### Cell classes on the final placement, run 1

Bar = 20 µm.
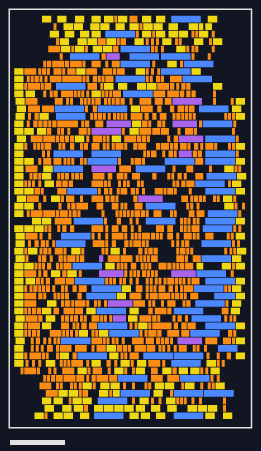
### Cell outlines without signal wires, run 1

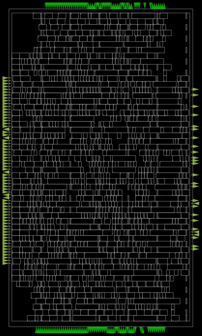
### Logic cells by family, run 1

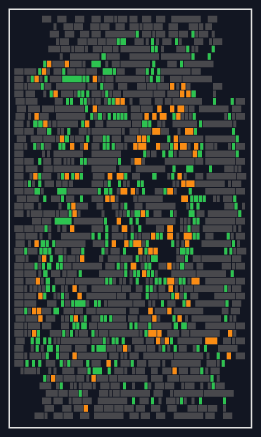
**config.mk**
```make
export PLATFORM = sky130hd
export DESIGN_NAME = fu_branch_pipe_flat
export DESIGN_NICKNAME = d
export VERILOG_FILES = /design/src/rtl/fu_branch_pipe_if.sv /design/src/rtl/fu_branch_pipe.sv /design/src/flat_wrapper.sv
export SDC_FILE = /design/constraint.sdc
export NUM_CORES = 1
export LEC_CHECK = 0
export ABC_AREA = 1
export ABC_CLOCK_PERIOD_IN_PS = 6600
export CORE_ASPECT_RATIO = 1.75
export CORE_MARGIN = 1
export CORE_UTILIZATION = 51
export CTS_CLUSTER_SIZE = 16
export DETAILED_ROUTE_END_ITERATION = 8
export PLACE_DENSITY = 0.87
export SYNTH_ARGS = -nofsm -noshare
export SYNTH_HDL_FRONTEND = slang
export SYNTH_SLANG_ARGS = --single-unit
```
**constraint.sdc**
```tcl
create_clock -name clk -period 6.6 [get_ports clk]
set_input_delay 0.66 -clock clk [delete_from_list [all_inputs] [get_ports clk]]
set_output_delay 0.66 -clock clk [all_outputs]
set_load 0.05 [all_outputs]
```
**src/rtl/fu_branch_pipe_if.sv**
```systemverilog
// Issue/result bundle for fu_branch_pipe: the scheduler holds the master end, the unit the slave end.
// Prediction-check signals exist only when FU_BRANCH_PREDICT_CHECK_EN is defined.
interface fu_branch_pipe_if #(
  parameter int XLEN    = 32,
  parameter int LATENCY = 1,
  parameter int TAG_W   = 4
);
  localparam int CNT_W = $clog2(LATENCY + 1);

  // Issue side
  logic             EN;
  logic             JALR;
  logic [2:0]       cmp_ctrl;
  logic [XLEN-1:0]  rs1_data;
  logic [XLEN-1:0]  rs2_data;
  logic [XLEN-1:0]  imm;
  logic [XLEN-1:0]  PC;
  logic [TAG_W-1:0] tag_in;
  logic             flush;

  // Result side
  logic             finish;
  logic [TAG_W-1:0] tag_out;
  logic             cmp_res;
  logic [XLEN-1:0]  PC_jump;
  logic [XLEN-1:0]  PC_wb;
  logic             misalign;
  logic [CNT_W-1:0] inflight;

`ifdef FU_BRANCH_PREDICT_CHECK_EN
  logic             pred_taken;
  logic [XLEN-1:0]  pred_target;
  logic             mispredict;

  modport master (
    output EN, JALR, cmp_ctrl, rs1_data, rs2_data, imm, PC, tag_in, flush,
           pred_taken, pred_target,
    input  finish, tag_out, cmp_res, PC_jump, PC_wb, misalign, inflight, mispredict
  );
  modport slave (
    input  EN, JALR, cmp_ctrl, rs1_data, rs2_data, imm, PC, tag_in, flush,
           pred_taken, pred_target,
    output finish, tag_out, cmp_res, PC_jump, PC_wb, misalign, inflight, mispredict
  );
`else
  modport master (
    output EN, JALR, cmp_ctrl, rs1_data, rs2_data, imm, PC, tag_in, flush,
    input  finish, tag_out, cmp_res, PC_jump, PC_wb, misalign, inflight
  );
  modport slave (
    input  EN, JALR, cmp_ctrl, rs1_data, rs2_data, imm, PC, tag_in, flush,
    output finish, tag_out, cmp_res, PC_jump, PC_wb, misalign, inflight
  );
`endif
endinterface

```
**src/rtl/fu_branch_pipe.sv**
```systemverilog
// Fully pipelined branch/JAL/JALR unit: resolves in stage 0, then shifts results through LATENCY-1 registers.
// Optional prediction check (pred_taken/pred_target -> mispredict) under `FU_BRANCH_PREDICT_CHECK_EN.
module fu_branch_pipe #(
  parameter int XLEN    = 32,
  parameter int LATENCY = 1,
  parameter int TAG_W   = 4
) (
  input  logic           clk,
  input  logic           rst,
  fu_branch_pipe_if.slave bus
);
  localparam int CNT_W = $clog2(LATENCY + 1);

  // Handshake: an op is issued in any cycle with EN=1 and flush=0 (no ready, never stalls);
  // finish is a one-cycle valid with no ready, so the consumer must take the result that cycle.

  typedef struct packed {
    logic [TAG_W-1:0] tag;
    logic             taken;
    logic [XLEN-1:0]  target;
    logic [XLEN-1:0]  link;
    logic             mis;
`ifdef FU_BRANCH_PREDICT_CHECK_EN
    logic             pred_taken;
    logic [XLEN-1:0]  pred_target;
`endif
  } stage_t;

  logic             accept;
  logic             taken;
  logic [XLEN-1:0]  base;
  logic [XLEN-1:0]  sum;
  logic [XLEN-1:0]  target;
  stage_t           nxt;
  stage_t           stg [LATENCY];
  logic [LATENCY-1:0] vld;
  logic [CNT_W-1:0] cnt;
  logic             fin;
  stage_t           out;

  assign accept = bus.EN & ~bus.flush;

  always_comb begin
    taken = 1'b1;
    case (bus.cmp_ctrl)
      3'b000:  taken = (bus.rs1_data == bus.rs2_data);
      3'b001:  taken = (bus.rs1_data != bus.rs2_data);
      3'b100:  taken = ($signed(bus.rs1_data) <  $signed(bus.rs2_data));
      3'b101:  taken = ($signed(bus.rs1_data) >= $signed(bus.rs2_data));
      3'b110:  taken = (bus.rs1_data <  bus.rs2_data);
      3'b111:  taken = (bus.rs1_data >= bus.rs2_data);
      default: taken = 1'b1;
    endcase
  end

  assign base   = bus.JALR ? bus.rs1_data : bus.PC;
  assign sum    = base + bus.imm;
  assign target = {sum[XLEN-1:1], 1'b0};

  always_comb begin
    nxt             = '0;
    nxt.tag         = bus.tag_in;
    nxt.taken       = taken;
    nxt.target      = target;
    nxt.link        = bus.PC + XLEN'(4);
    nxt.mis         = taken & target[1];
`ifdef FU_BRANCH_PREDICT_CHECK_EN
    nxt.pred_taken  = bus.pred_taken;
    nxt.pred_target = bus.pred_target;
`endif
  end

  // Valid bits: reset beats flush beats issue.
  always_ff @(posedge clk) begin
    if (rst) begin
      vld <= '0;
    end else if (bus.flush) begin
      vld <= '0;
    end else begin
      vld[0] <= bus.EN;
      for (int i = 1; i < LATENCY; i++) begin
        vld[i] <= vld[i-1];
      end
    end
  end

  // Payload needs no reset; it is only observed through the valid bits.
  always_ff @(posedge clk) begin
    if (bus.EN) begin
      stg[0] <= nxt;
    end
    for (int i = 1; i < LATENCY; i++) begin
      stg[i] <= stg[i-1];
    end
  end

  assign fin = vld[LATENCY-1];
  assign out = stg[LATENCY-1];

  always_ff @(posedge clk) begin
    if (rst || bus.flush) begin
      cnt <= '0;
    end else begin
      cnt <= cnt + CNT_W'(accept) - CNT_W'(fin);
    end
  end

  assign bus.finish   = fin;
  assign bus.tag_out  = fin ? out.tag    : '0;
  assign bus.cmp_res  = fin ? out.taken  : 1'b0;
  assign bus.PC_jump  = fin ? out.target : '0;
  assign bus.PC_wb    = fin ? out.link   : '0;
  assign bus.misalign = fin ? out.mis    : 1'b0;
  assign bus.inflight = cnt;

`ifdef FU_BRANCH_PREDICT_CHECK_EN
  assign bus.mispredict = fin &
    ((out.taken != out.pred_taken) | (out.taken & (out.target != out.pred_target)));
`endif
endmodule

```
**src/flat_wrapper.sv**
```systemverilog
// flat-port wrapper written by rule: the top's interface ports become plain ports
module fu_branch_pipe_flat 
#(
  parameter int XLEN    = 32,
  parameter int LATENCY = 1,
  parameter int TAG_W   = 4
)
  (clk, rst, bus_EN, bus_JALR, bus_cmp_ctrl, bus_rs1_data, bus_rs2_data, bus_imm, bus_PC, bus_tag_in, bus_flush, bus_finish, bus_tag_out, bus_cmp_res, bus_PC_jump, bus_PC_wb, bus_misalign, bus_inflight);
  fu_branch_pipe_if #(.XLEN(XLEN), .LATENCY(LATENCY), .TAG_W(TAG_W)) bus_i ();
  input  logic clk;
  input  logic rst;
  input wire logic [$bits(bus_i.EN)-1:0] bus_EN;
  input wire logic [$bits(bus_i.JALR)-1:0] bus_JALR;
  input wire logic [$bits(bus_i.cmp_ctrl)-1:0] bus_cmp_ctrl;
  input wire logic [$bits(bus_i.rs1_data)-1:0] bus_rs1_data;
  input wire logic [$bits(bus_i.rs2_data)-1:0] bus_rs2_data;
  input wire logic [$bits(bus_i.imm)-1:0] bus_imm;
  input wire logic [$bits(bus_i.PC)-1:0] bus_PC;
  input wire logic [$bits(bus_i.tag_in)-1:0] bus_tag_in;
  input wire logic [$bits(bus_i.flush)-1:0] bus_flush;
  output wire logic [$bits(bus_i.finish)-1:0] bus_finish;
  output wire logic [$bits(bus_i.tag_out)-1:0] bus_tag_out;
  output wire logic [$bits(bus_i.cmp_res)-1:0] bus_cmp_res;
  output wire logic [$bits(bus_i.PC_jump)-1:0] bus_PC_jump;
  output wire logic [$bits(bus_i.PC_wb)-1:0] bus_PC_wb;
  output wire logic [$bits(bus_i.misalign)-1:0] bus_misalign;
  output wire logic [$bits(bus_i.inflight)-1:0] bus_inflight;
  assign bus_i.EN = bus_EN;
  assign bus_i.JALR = bus_JALR;
  assign bus_i.cmp_ctrl = bus_cmp_ctrl;
  assign bus_i.rs1_data = bus_rs1_data;
  assign bus_i.rs2_data = bus_rs2_data;
  assign bus_i.imm = bus_imm;
  assign bus_i.PC = bus_PC;
  assign bus_i.tag_in = bus_tag_in;
  assign bus_i.flush = bus_flush;
  assign bus_finish = bus_i.finish;
  assign bus_tag_out = bus_i.tag_out;
  assign bus_cmp_res = bus_i.cmp_res;
  assign bus_PC_jump = bus_i.PC_jump;
  assign bus_PC_wb = bus_i.PC_wb;
  assign bus_misalign = bus_i.misalign;
  assign bus_inflight = bus_i.inflight;
  fu_branch_pipe #(.XLEN(XLEN), .LATENCY(LATENCY), .TAG_W(TAG_W)) u_core (.clk(clk), .rst(rst), .bus(bus_i));
endmodule
```
==> flow_metrics.tcl, run 1 <==
# implementation run metrics
set metrics [dict create \
    status "finished, final reports clean" \
    drive_gt1_frac 0.0445 \
    skew_ps 0.912 \
    placedCellCount 1254 \
    cts_made_buffers 9 \
    ctsHoldBuffers 0 \
    p_sw_mw 0.517 \
    clockBufferDepth 2 \
    final-clk-cell-share 0.0364 \
    wirelength_um 19000 \
    die_y_um 152 \
    slew_headroom 0.387 \
    cp.required_ps 6690 \
    ys_cells 889 \
    postSynthSeqShare 0.324 \
    insertion_delay_ps 330 \
    cap_viol_max_count 0 \
    ys_sh_simple 0.258 \
    final-setup-viol-count 0 \
    r2r_cells 4 \
    setup_tns_ps 0 \
    synthMuxAreaShare 0 \
    use_met1 0.302 \
    min_period_over_period 0.545 \
    cpMostUsedCell "nand2_1" \
    cp-start-kind "input pin" \
    logic_area_um2 3660 \
    antenna_cells 0 \
    synth-seq-cells 71 \
    end_kind "flip-flop" \
    reg2reg_slack_ps 4930 \
    cts_resized 0 \
    ios 212 \
    dp_hpwl_um 15800 \
    dr.pass1.iters 6 \
    synthCells 889 \
    yosysWarnings 0 \
    post_dp_cell_area_um2 8780 \
    worstPathArrival_ps 3690 \
    syn_area_um2 6520 \
    adder_share 0.124 \
    min_from "u_core.bus.inflight" \
]
About 'Cell classes on the final placement':
Key: yellow = other buffers and delay cells [cells 213, share of their area 24%]; orange = all other logic [cells 802, share of their area 49%]; blue = flip-flops [cells 71, share of their area 24%]; purple = clock drivers and dummy loads [cells 15, share of their area 3.7%]
fin area: 9110 µm²
Core ar.: 12400 µm²
sequential cell area share: 0.232
FP Rows: 54

About 'Cell outlines without signal wires':
post-layout util: 0.733
tap cells: 168
seq_cells: 71
Filler cells: 987
final cell count without fillers: 1269

About 'Logic cells by family':
Key: green = NAND gates [cells 296, where spread over the die]; orange = inverting AOI/OAI gates [cells 108]
combinational share of cell area: 0.402
most used logic cell in the final layout: nand2_1

[run 1: worst max path at each step]
| stage | from | endpoint | slack (ps) | cells after the start |
|---|---|---|---|---|
| floorplan | bus_JALR | u_core.stg[0][62] | 3580 | 14 |
| global placement | bus_JALR | u_core.stg[0][61] | 2840 | 18 |
| detailed placement | bus_JALR | u_core.stg[0][62] | 2700 | 14 |
| CTS | bus_JALR | u_core.stg[0][62] | 3050 | 14 |
| global route | bus_JALR | u_core.stg[0][61] | 2810 | 18 |
| finish | bus_JALR | u_core.stg[0][62] | 3000 | 14 |
[run 1: stage by stage]
| step | hold WS [ps] | worst slack, ps | util |
|---|---|---|---|
| floorplan | 674 | 3580 | - |
| global placement | 431 | 2840 | 0.706 |
| detailed placement | 452 | 2700 | 0.706 |
| CTS | 459 | 3050 | 0.733 |
| global route | 474 | 2810 | 0.733 |
| finish | 456 | 3000 | 0.733 |
[run 1: cells in the final DEF, fill, tap and decap left out, drive strengths merged]
cell,Yosys,final
nor2,64,64
fa,1,1
nand4,8,8
a31oi,5,5
or2,1,1
clkinv,0,1
a21oi,48,48
conb,1,1
inv,180,180
bufinv,0,2
dfxtp,2,2
o21a,1,1
o2111ai,1,1
o211ai,1,1
o21ai,41,41
o221ai,1,1
nand2,256,256
buf,3,4
a211oi,1,1
clkdlybuf4s50,0,209
nand3,29,29
xnor2,10,10
ha,63,63
a21o,9,9
nand3b,3,3
a221oi,3,3
xor2,46,46
nor3b,1,1
nor4,6,6
edfxtp,69,69
nor3,15,15
o31ai,1,1
clkbuf,13,12
a21boi,1,1
o21bai,5,5
[run 1: per-layer routing]
layer | vias to the layer above | routed length (µm)
met5 | - | 0
met4 | 0 | 1220
met3 | 81 | 942
met2 | 274 | 10100
met1 | 2945 | 6770
li1 | 3263 | -
[run 1: synthesized netlist by cell type, drive strengths merged]
cell type | number | area (µm²)
a221oi | 3 | 26.3
o31ai | 1 | 7.51
o21ai | 41 | 213
o221ai | 1 | 8.76
a21boi | 1 | 7.51
o21a | 1 | 7.51
edfxtp | 69 | 2070
dfxtp | 2 | 40.0
conb | 1 | 3.75
xnor2 | 10 | 87.6
inv | 180 | 676
nand3b | 3 | 35.0
nor3b | 1 | 7.51
nand4 | 8 | 50.1
o21bai | 5 | 37.5
fa | 1 | 20.0
ha | 63 | 788
a211oi | 1 | 7.51
o211ai | 1 | 12.5
nand2 | 256 | 973
clkbuf | 13 | 48.8
nor3 | 15 | 95.1
nor2 | 64 | 278
a31oi | 5 | 31.3
nand3 | 29 | 183
nor4 | 6 | 52.6
or2 | 1 | 6.26
a21o | 9 | 67.6
o2111ai | 1 | 8.76
buf | 3 | 18.8
xor2 | 46 | 403
a21oi | 48 | 244
[run 1: power groups by stage]
stage,clock [mW],sequential [mW],combinational (mW)
finish,0.538,0.591,0.540
global route,0.562,0.596,0.589
CTS,0.541,0.591,0.536
detailed placement,0,0.600,0.532
global placement,0,0.598,0.522
floorplan,0,0.593,0.321
[run 1: critical path, delay by kind of cell]
family	cells	cell delay (ps)
buffers and inverters	3	970
and+or+nand+nor	7	960
AOI/OAI and AO/OA	3	660
adders and majority gates	1	420
### Routed clock nets over the placement, run 1

Bar = 20 µm.
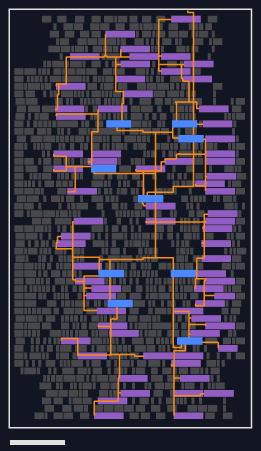

==> run 2: changes to the inputs <==
--- a/config.mk
+++ b/config.mk
@@ -6,13 +6,13 @@
 export NUM_CORES = 1
 export LEC_CHECK = 0
 export ABC_AREA = 1
-export ABC_CLOCK_PERIOD_IN_PS = 6600
+export ABC_CLOCK_PERIOD_IN_PS = 3510
 export CORE_ASPECT_RATIO = 1.75
 export CORE_MARGIN = 1
-export CORE_UTILIZATION = 51
+export CORE_UTILIZATION = 48
 export CTS_CLUSTER_SIZE = 16
 export DETAILED_ROUTE_END_ITERATION = 8
-export PLACE_DENSITY = 0.87
+export PLACE_DENSITY = 0.83
 export SYNTH_ARGS = -nofsm -noshare
 export SYNTH_HDL_FRONTEND = slang
 export SYNTH_SLANG_ARGS = --single-unit
==> constraint.sdc (replaced) <==
create_clock -name clk -period 3.51 [get_ports clk]
set_input_delay 0.351 -clock clk [delete_from_list [all_inputs] [get_ports clk]]
set_output_delay 0.351 -clock clk [all_outputs]
set_load 0.05 [all_outputs]
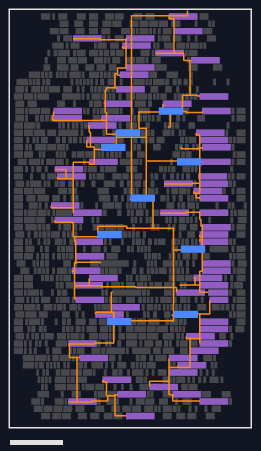
*Routed clock nets over the placement, run 2*
Bar = 20 µm.
Key: purple = flip-flops [count 71]; blue = cells driving clock nets [count 9]; orange = clock wires [length 982 µm]
There are 10 routed clock nets.
Clk network pwr share: 0.317
P_clk: 0.989 mW

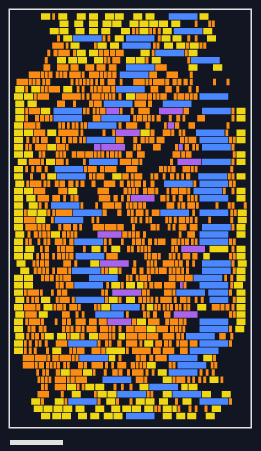
*Cell classes on the final placement, run 2*
Bar = 20 µm.
Key: purple = clock drivers and dummy loads [cells 16, share of their area 3.6%]; blue = flip-flops [cells 71, share of their area 24%]; orange = all other logic [cells 802, share of their area 48%]; yellow = other buffers and delay cells [cells 218, share of their area 24%]
FP Rows: 56
sequential cell area share: 0.230

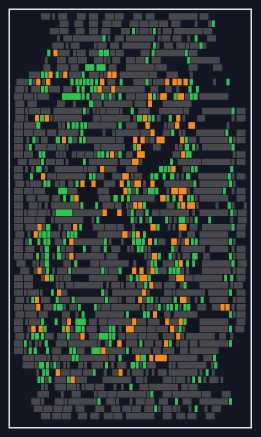
*Logic cells by family, run 2*
Key: orange = inverting AOI/OAI gates [cells 108]; green = NAND gates [cells 296, where spread over the die]
final cell count without fillers: 1281
combinational share of cell area: 0.399

==> flow_metrics.tcl, run 2 <==
# implementation run metrics
set metrics [dict create \
    status "finished, final reports clean" \
    drive_gt1_frac 0.0488 \
    antenna_cells 0 \
    largest_area_cell "edfxtp_1" \
    final-setup-viol-count 0 \
    final_cell_mix "nand2_1, clkdlybuf4s50_1, inv_1" \
    clk_pin_slew_ps 60 \
    synth_top_area_share 0.318 \
    synth_top_flop_cell "edfxtp_1" \
    syn_area_um2 6520 \
    end_kind "flip-flop" \
    die_y_um 156 \
    ios 212 \
    cts_made_buffers 9 \
    slew_headroom 0.527 \
    area_leaders "edfxtp_1, nand2_1, ha_1" \
    worstPathArrival_ps 3080 \
    edf_count 69 \
    cap_viol_max_count 0 \
    synthCells 889 \
    synth-seq-cells 71 \
    dp_hpwl_um 15800 \
    cp.required_ps 3590 \
    clockBufferDepth 2 \
    async_flop_share 0 \
    ys_cells 889 \
    p_sw_mw 0.982 \
    yosysWarnings 0 \
    postSynthSeqShare 0.324 \
    synthTopCellsByCount "nand2_1, inv_1, edfxtp_1" \
    skew_ps 1.52 \
    r2r_cells 3 \
    cts_resized 0 \
    layout.cells.most_common "nand2_1" \
    layout_setup_ws_ps 511 \
    dr.pass1.iters 5 \
    wirelength_um 18700 \
    ctsHoldBuffers 0 \
]
## run 2: cell count changes in the layout (fill, tap and decap cells not counted)
cell,change
clkbuf_8,-2
buf_4,+3
buf_12,+2
clkinvlp_4,+2
clkinv_1,+1
## run 2: area by class of cell
type                       count  area (µm²)
multi-input combinational    622        3660
clock buffer                  10         239
sequential                    71        2110
timing repair buffer         218        2180
fill                        1109        4140
inverter                     180         676
tap                          174         218
clock inverter                 6        83.8
## run 2: per-layer routing
metal | global-route usage | up-vias | part of all wire
met4 | 0.157 | 0 | 0.058
met3 | 0.0395 | 68 | 0.046
li1 | - | 3273 | -
met5 | 0 | - | 0
met1 | 0.282 | 2893 | 0.37
met2 | 0.511 | 248 | 0.53
## run 2: path summary, 6_finish.rpt
| path | startpoint | to | slack [ps] |
|---|---|---|---|
| max | bus_JALR | u_core.stg[0][60] | 510 |
| min reg2reg | u_core.bus.inflight | u_core.bus.inflight | 440 |
| max reg2reg | u_core.bus.finish | u_core.bus.inflight | 2230 |
| min | u_core.bus.inflight | u_core.bus.inflight | 440 |
## run 2: kinds of logic after synthesis
kind of cell	share of synthesized area
other cells	0.000575
compound gates	0.104
xor+xnor	0.0753
fa+ha+maj	0.124
simple gates	0.258
buf+inv	0.114
flops	0.324
## run 2: power by group through the flow
stage / clock network (mW) / logic [mW] / registers [mW]
2_1_floorplan: 0 / 0.604 / 1.12
3_3_place_gp: 0 / 0.998 / 1.12
3_5_place_dp: 0 / 1.01 / 1.12
4_1_cts: 1.00 / 1.02 / 1.11
5_1_grt: 1.03 / 1.12 / 1.12
6_report: 0.989 / 1.02 / 1.10
## run 2: worst max-delay path, cell delays in order
cell and delay, ps:
clkdlybuf4s50_1 620, buf_12 230, nand2_1 90, o21ai_0 130
ha_1 340, a21oi_1 210, a21boi_0 440, o221ai_1 200
a21oi_1 150, nand2_1 120, xor2_1 170
## run 2: stage by stage
step	hold slack (ps)	cells	power, mW	area [µm²]	utilization
global placement	435	1265	2.12	8850	0.665
finish	444	1281	3.12	9170	0.689
CTS	445	1281	3.12	9170	0.689
global route	466	1281	3.27	9170	0.689
floorplan	426	889	1.72	6520	-
detailed placement	441	1265	2.13	8850	0.665
No activity file was given, so power comes from the tool's default toggle rates.
